===== config.mk =====
export PLATFORM = sky130hd
export DESIGN_NAME = hilbert_delay_cfg_ctrl_flat
export DESIGN_NICKNAME = d
export VERILOG_FILES = /design/src/rtl/hilbert_delay_cfg_ctrl_pkg.sv /design/src/rtl/hilbert_delay_cfg_ctrl_if.sv /design/src/rtl/hilbert_delay_cfg_ctrl_sel_calc.sv /design/src/rtl/hilbert_delay_cfg_ctrl.sv /design/src/flat_wrapper.sv
export SDC_FILE = /design/constraint.sdc
export NUM_CORES = 1
export LEC_CHECK = 0
export CORE_MARGIN = 2
export CORE_UTILIZATION = 49
export CTS_CLUSTER_SIZE = 28
export DETAILED_ROUTE_END_ITERATION = 12
export PLACE_DENSITY = 0.85
export SYNTH_ARGS = -nofsm -noshare
export SYNTH_HDL_FRONTEND = slang
export SYNTH_SLANG_ARGS = --single-unit

===== constraint.sdc =====
create_clock -name clk -period 3.05 [get_ports clk]
set_clock_uncertainty 0.05 [all_clocks]
set_input_delay 0.61 -clock clk [delete_from_list [all_inputs] [get_ports clk]]
set_output_delay 0.61 -clock clk [all_outputs]
set_load 0.02 [all_outputs]

===== src/rtl/hilbert_delay_cfg_ctrl_pkg.sv =====
// Shared constants and state encoding for the Hilbert fractional-delay mux controller.
package hilbert_tx_pkg;

   localparam int LANES = 8;
   localparam int SEL_W = 4;
   localparam int DLY_W = 3;
   localparam int MUX_W = LANES * SEL_W;

   // Identity lane mapping: lane i selects sample i (delay 0).
   localparam logic [MUX_W-1:0] RST_SEL = 32'h76543210;

   typedef enum logic [1:0] {
      ST_IDLE   = 2'd0,
      ST_ARMED  = 2'd1,
      ST_SWITCH = 2'd2,
      ST_FLUSH  = 2'd3
   } state_t;

endpackage


===== src/rtl/hilbert_delay_cfg_ctrl_if.sv =====
// Configuration request channel between the register bank and the delay controller.
interface hilbert_delay_cfg_ctrl_if;
   import hilbert_tx_pkg::*;

   // Valid/ready: a request transfers on a rising edge where cfg_valid && cfg_ready;
   // the requester holds cfg_valid/cfg_delay stable until then. cfg_done pulses one cycle on completion.
   logic [DLY_W-1:0] cfg_delay;
   logic             cfg_valid;
   logic             cfg_ready;
   logic             cfg_abort;
   logic             cfg_done;

   modport master (
      output cfg_delay, cfg_valid, cfg_abort,
      input  cfg_ready, cfg_done
   );

   modport slave (
      input  cfg_delay, cfg_valid, cfg_abort,
      output cfg_ready, cfg_done
   );

endinterface


===== src/rtl/hilbert_delay_cfg_ctrl_sel_calc.sv =====
// Maps a sample delay to the per-lane select word: lane i picks sample i + delay.
module hilbert_mux_sel_calc
   import hilbert_tx_pkg::*;
(
   input  logic [DLY_W-1:0] delay,
   output logic [MUX_W-1:0] sel
);

   // Max is (LANES-1)+(LANES-1) = 14, which fits SEL_W without wrapping.
   always_comb begin
      sel = '0;
      for (int i = 0; i < LANES; i++) begin
         sel[i*SEL_W +: SEL_W] = SEL_W'(i) + SEL_W'(delay);
      end
   end

endmodule


===== src/rtl/hilbert_delay_cfg_ctrl.sv =====
// Sequences a run-time delay change: arm on request, switch at a frame boundary, mute through the flush.
module hilbert_delay_cfg_ctrl
   import hilbert_tx_pkg::*;
#(
   parameter int FLUSH_CYCLES = 4
) (
   input  logic                     clk,
   input  logic                     rst,
   hilbert_delay_cfg_ctrl_if.slave  cfg,
   input  logic                     frame_sync,
   output logic [DLY_W-1:0]         delay_value,
   output logic [MUX_W-1:0]         mux_select,
   output logic                     data_mute,
   output logic                     busy,
   output state_t                   dbg_state
);

   localparam int CNT_W = (FLUSH_CYCLES > 1) ? $clog2(FLUSH_CYCLES) : 1;
   localparam logic [CNT_W-1:0] CNT_LOAD = CNT_W'(FLUSH_CYCLES - 1);

   state_t            state, state_d;
   logic [DLY_W-1:0]  pending, pending_d;
   logic [CNT_W-1:0]  cnt, cnt_d;
   logic [DLY_W-1:0]  delay_d;
   logic [MUX_W-1:0]  sel_d;
   logic [MUX_W-1:0]  pending_sel;
   logic              mute_d;
   logic              done_q, done_d;
   logic              accept;

   hilbert_mux_sel_calc u_sel_calc (
      .delay (pending),
      .sel   (pending_sel)
   );

   assign cfg.cfg_ready = (state == ST_IDLE) && !rst;
   assign cfg.cfg_done  = done_q;
   assign accept        = cfg.cfg_valid && cfg.cfg_ready;
   assign busy          = (state != ST_IDLE);
   assign dbg_state     = state;

   always_comb begin
      state_d   = state;
      pending_d = pending;
      cnt_d     = cnt;
      delay_d   = delay_value;
      sel_d     = mux_select;
      mute_d    = data_mute;
      done_d    = 1'b0;
      case (state)
         ST_IDLE: begin
            if (accept) begin
               // Requesting the delay already in force completes immediately without a mute.
               if (cfg.cfg_delay == delay_value) begin
                  done_d = 1'b1;
               end else begin
                  pending_d = cfg.cfg_delay;
                  state_d   = ST_ARMED;
               end
            end
         end
         ST_ARMED: begin
            if (cfg.cfg_abort) begin
               pending_d = '0;
               state_d   = ST_IDLE;
            end else if (frame_sync) begin
               mute_d  = 1'b1;
               state_d = ST_SWITCH;
            end
         end
         ST_SWITCH: begin
            delay_d = pending;
            sel_d   = pending_sel;
            cnt_d   = CNT_LOAD;
            state_d = ST_FLUSH;
         end
         ST_FLUSH: begin
            if (cnt == '0) begin
               mute_d    = 1'b0;
               done_d    = 1'b1;
               pending_d = '0;
               state_d   = ST_IDLE;
            end else begin
               cnt_d = cnt - 1'b1;
            end
         end
         default: state_d = ST_IDLE;
      endcase
   end

   always_ff @(posedge clk) begin
      if (rst) begin
         state       <= ST_IDLE;
         pending     <= '0;
         cnt         <= '0;
         delay_value <= '0;
         mux_select  <= RST_SEL;
         data_mute   <= 1'b0;
         done_q      <= 1'b0;
      end else begin
         state       <= state_d;
         pending     <= pending_d;
         cnt         <= cnt_d;
         delay_value <= delay_d;
         mux_select  <= sel_d;
         data_mute   <= mute_d;
         done_q      <= done_d;
      end
   end

endmodule


===== src/flat_wrapper.sv =====
// flat-port wrapper written by rule: the top's interface ports become plain ports
module hilbert_delay_cfg_ctrl_flat import hilbert_tx_pkg::*;
#(
   parameter int FLUSH_CYCLES = 4
)
  (clk, rst, frame_sync, delay_value, mux_select, data_mute, busy, dbg_state, cfg_cfg_delay, cfg_cfg_valid, cfg_cfg_abort, cfg_cfg_ready, cfg_cfg_done);
  hilbert_delay_cfg_ctrl_if cfg_i ();
  input  logic clk;
  input  logic rst;
  input  logic frame_sync;
  output logic [DLY_W-1:0] delay_value;
  output logic [MUX_W-1:0] mux_select;
  output logic data_mute;
  output logic busy;
  output state_t dbg_state;
  input wire logic [$bits(cfg_i.cfg_delay)-1:0] cfg_cfg_delay;
  input wire logic [$bits(cfg_i.cfg_valid)-1:0] cfg_cfg_valid;
  input wire logic [$bits(cfg_i.cfg_abort)-1:0] cfg_cfg_abort;
  output wire logic [$bits(cfg_i.cfg_ready)-1:0] cfg_cfg_ready;
  output wire logic [$bits(cfg_i.cfg_done)-1:0] cfg_cfg_done;
  assign cfg_i.cfg_delay = cfg_cfg_delay;
  assign cfg_i.cfg_valid = cfg_cfg_valid;
  assign cfg_i.cfg_abort = cfg_cfg_abort;
  assign cfg_cfg_ready = cfg_i.cfg_ready;
  assign cfg_cfg_done = cfg_i.cfg_done;
  hilbert_delay_cfg_ctrl #(.FLUSH_CYCLES(FLUSH_CYCLES)) u_core (.clk(clk), .rst(rst), .cfg(cfg_i), .frame_sync(frame_sync), .delay_value(delay_value), .mux_select(mux_select), .data_mute(data_mute), .busy(busy), .dbg_state(dbg_state));
endmodule

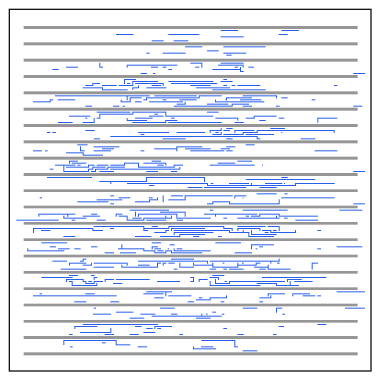
Figure 1: M1 wires.
Drawn at 6 px/um. Supply wires on this layer in gray.
188 nets have wire on it. The longest straight run is 24.4 um.
aggregate routed wire length: 2966 um
number of vias in the routed layout: 1,219

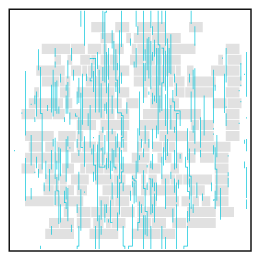
Figure 2: met2 routing.
Drawn at 4 px/um.
191 nets have wire on it. The layer carries 1,450 um of wire. The wires run mostly vertical. The longest straight run is 23.8 um.

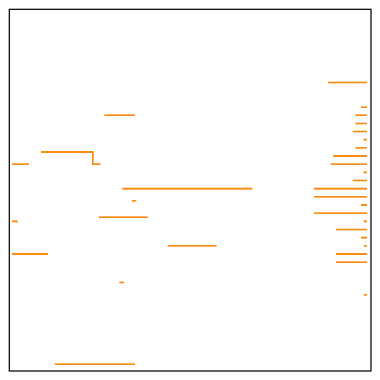
Figure 3: M3 wires.
Drawn at 6 px/um.
The layer carries 146 um of wire. The longest straight run is 21.4 um. 29 nets have wire on it. The layer holds 4.9% of the routed length. The wires run mostly horizontal.
M3 GR Usage: 0.03247

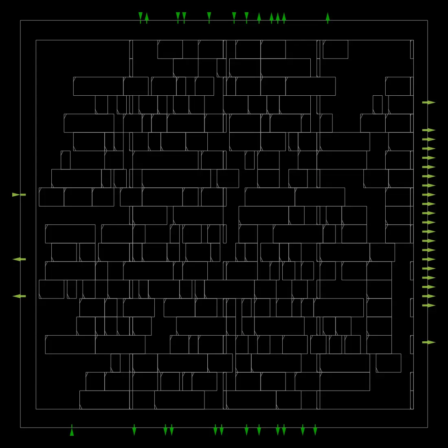
Figure 4: placed standard cells.
floorplan row count: 20
sequential share of cell area: 0.2927
total number of sequential cells: 29
post-route insts no fill: 244
final cell utilization of the core: 0.6550

synthesized netlist by cell type (2+ instances only):
master / n
a211o_2: 3
a211oi_1: 3
a21oi_1: 11
a311oi_1: 2
buf_4: 15
clkbuf_1: 5
dfxtp_1: 29
ha_1: 12
inv_1: 11
nand2_1: 12
nand2b_1: 13
nand3_1: 5
nor2_1: 8
nor4b_1: 3
o21ai_0: 9
or2b_1: 2
xnor2_1: 4
sequential cells by signal, indices dropped and copies added, names as in the netlist, named ones only:
signal and cells:
u_core.cfg.cfg_done 1, u_core.delay_value 2, u_core.mux_select 18, u_core.pending 3
u_core.cnt 2, u_core.dbg_state 1, u_core.data_mute 1
worst min-delay path by stage:
| stage | endpoint | slack [ps] | cells after the start |
|---|---|---|---|
| 2_1_floorplan | u_core.cnt[1]$_SDFFE_PP0P_ | 410 | 2 |
| 3_3_place_gp | u_core.mux_select[6]$_SDFFE_PP0P_ | 380 | 1 |
| 3_5_place_dp | u_core.mux_select[6]$_SDFFE_PP0P_ | 390 | 1 |
| 4_1_cts | u_core.mux_select[6]$_SDFFE_PP0P_ | 420 | 1 |
| 5_1_grt | u_core.mux_select[6]$_SDFFE_PP0P_ | 440 | 1 |
| 6_report | u_core.mux_select[6]$_SDFFE_PP0P_ | 410 | 1 |
placed cells by master (no fill, tap or decap), drive strengths merged, types with 2 or more instances in the layout:
cell            n
xnor2           5
nand2b         13
buf             2
a221oi          2
a211o           3
or2b            2
nor4b           3
o21ai           9
inv            11
nand2          12
a211oi          3
a311oi          2
clkbuf          7
ha             12
nand3           5
dfxtp          29
a21oi          12
nor2            8
clkdlybuf4s50  47
metrics by stage:
stage               instances  setup slack, ps  hold WS, ps  utilization
detailed placement        237            650.6        394.2       0.6368
CTS                       244            376.1        415.1       0.6550
finish                    244            391.7        409.0       0.6550
global placement          237            657.6        384.8       0.6368
global route              244            259.6        437.7       0.6550
floorplan                 167             1013        405.8            -
cell type report:
cell class,count,area share
sequential,29,0.2927
inverter,11,0.02082
multi-input combinational,104,0.3861
timing repair buffer,49,0.2448
clock buffer,7,0.02776
tap,44,0.02776
critical path, stage by stage, from the launching register on:
cell and delay (ps):
dfxtp_1 380, inv_1 130, ha_1 360, inv_1 90, nor2_1 110, clkdlybuf4s50_1 600
where the power goes:
group	switching (mW)	total [mW]	internal [mW]
clock network	0.124	0.233	0.109
logic	0.0902	0.166	0.0755
registers	0.0166	0.408	0.391
total	0.231	0.807	0.575
per-layer routing:
layer	track usage	wire length [um]	vias up	share of wire
li1	-	-	611	-
met1	0.2360	1317	564	0.44
met2	0.2950	1448	38	0.49
met3	0.03247	145	6	0.049
met4	0.09524	55	0	0.019
met5	0	0	-	0
logic make-up after synthesis:
family                   share of synthesized area
multiplexers                               0.01382
flip-flops                                  0.3772
other                                     0.002437
buffers and inverters                       0.1252
AND/OR/NAND/NOR                             0.1626
adder cells (fa/ha/maj)                    0.09756
AND-OR/OR-AND                               0.1878
XOR/XNOR                                   0.03333
==> notes.org <==
#+TITLE: Flow metrics

** Synthesis
- The synth_stat.txt file lists the number of cells as 167.
- Sorting the synthesized cells by area gives the leading types as dfxtp_1, ha_1, buf_4, nand2b_1, a21oi_1.
- Post-Synthesis Cells :: 167
- Syn Area/Cell :: 9.215 um^2
- Counting every net in the synthesized netlist gives 187.
- Primary flip-flop cell chosen by synthesis mapping :: dfxtp_1
- dfxtp_1 takes more of the synthesized area than any other cell.
- The share of synthesized area in the top cell type comes to 0.3772.

** Power and ir drop
- Leakage :: 0.7327 nW

** Status
- Run status :: finished, final reports clean

** Die
- DIE WIDTH :: 60.04 um
- Total die size :: 3605 um^2

** Final timing
- Setup total negative slack on the finished layout was measured at 0 ps.
- For this run, the top clock speed supported by timing is 0.3762 GHz.
- Number of max-slew violations in the final report :: 0
- The last timing report of the flow puts the setup violation total at 0.

** Detailed routing
- DRC violation count after routing :: 0
- First-pass iteration count of the detailed router :: 4

** Min path
- Hold Startpoint :: u_core.mux_select[6]$_SDFFE_PP0P_

** Final layout
- Reg area :: 580.6 um^2

** Place
- Gpl congestion :: 0.8531
- The placement stage leaves a total instance area of 1928 um^2.
- Detailed placement finished with a half-perimeter wire length of 2196 um.

** Global route
- GRT Residual Overflow :: 0
- Maximum number of pins on one net before global-route repair :: 36

** CTS
- Post-CTS timing repair inserted 0 buffers for setup.
- The clock drives 29 sinks.
- Cts repair resizes :: 0

** Worst setup path
- STA classifies the critical path endpoint as an output pin.
- The worst-case reg-to-reg setup slack stands at 1290 ps.
- Per the timing report, the most critical flop-to-flop path finishes at u_core.dbg_state[0]$_SDFFE_PP0P_.
- The capture point of the critical path was reported as cfg_cfg_ready.
Power figures rest on the tool's default switching activity, not on a simulated workload.
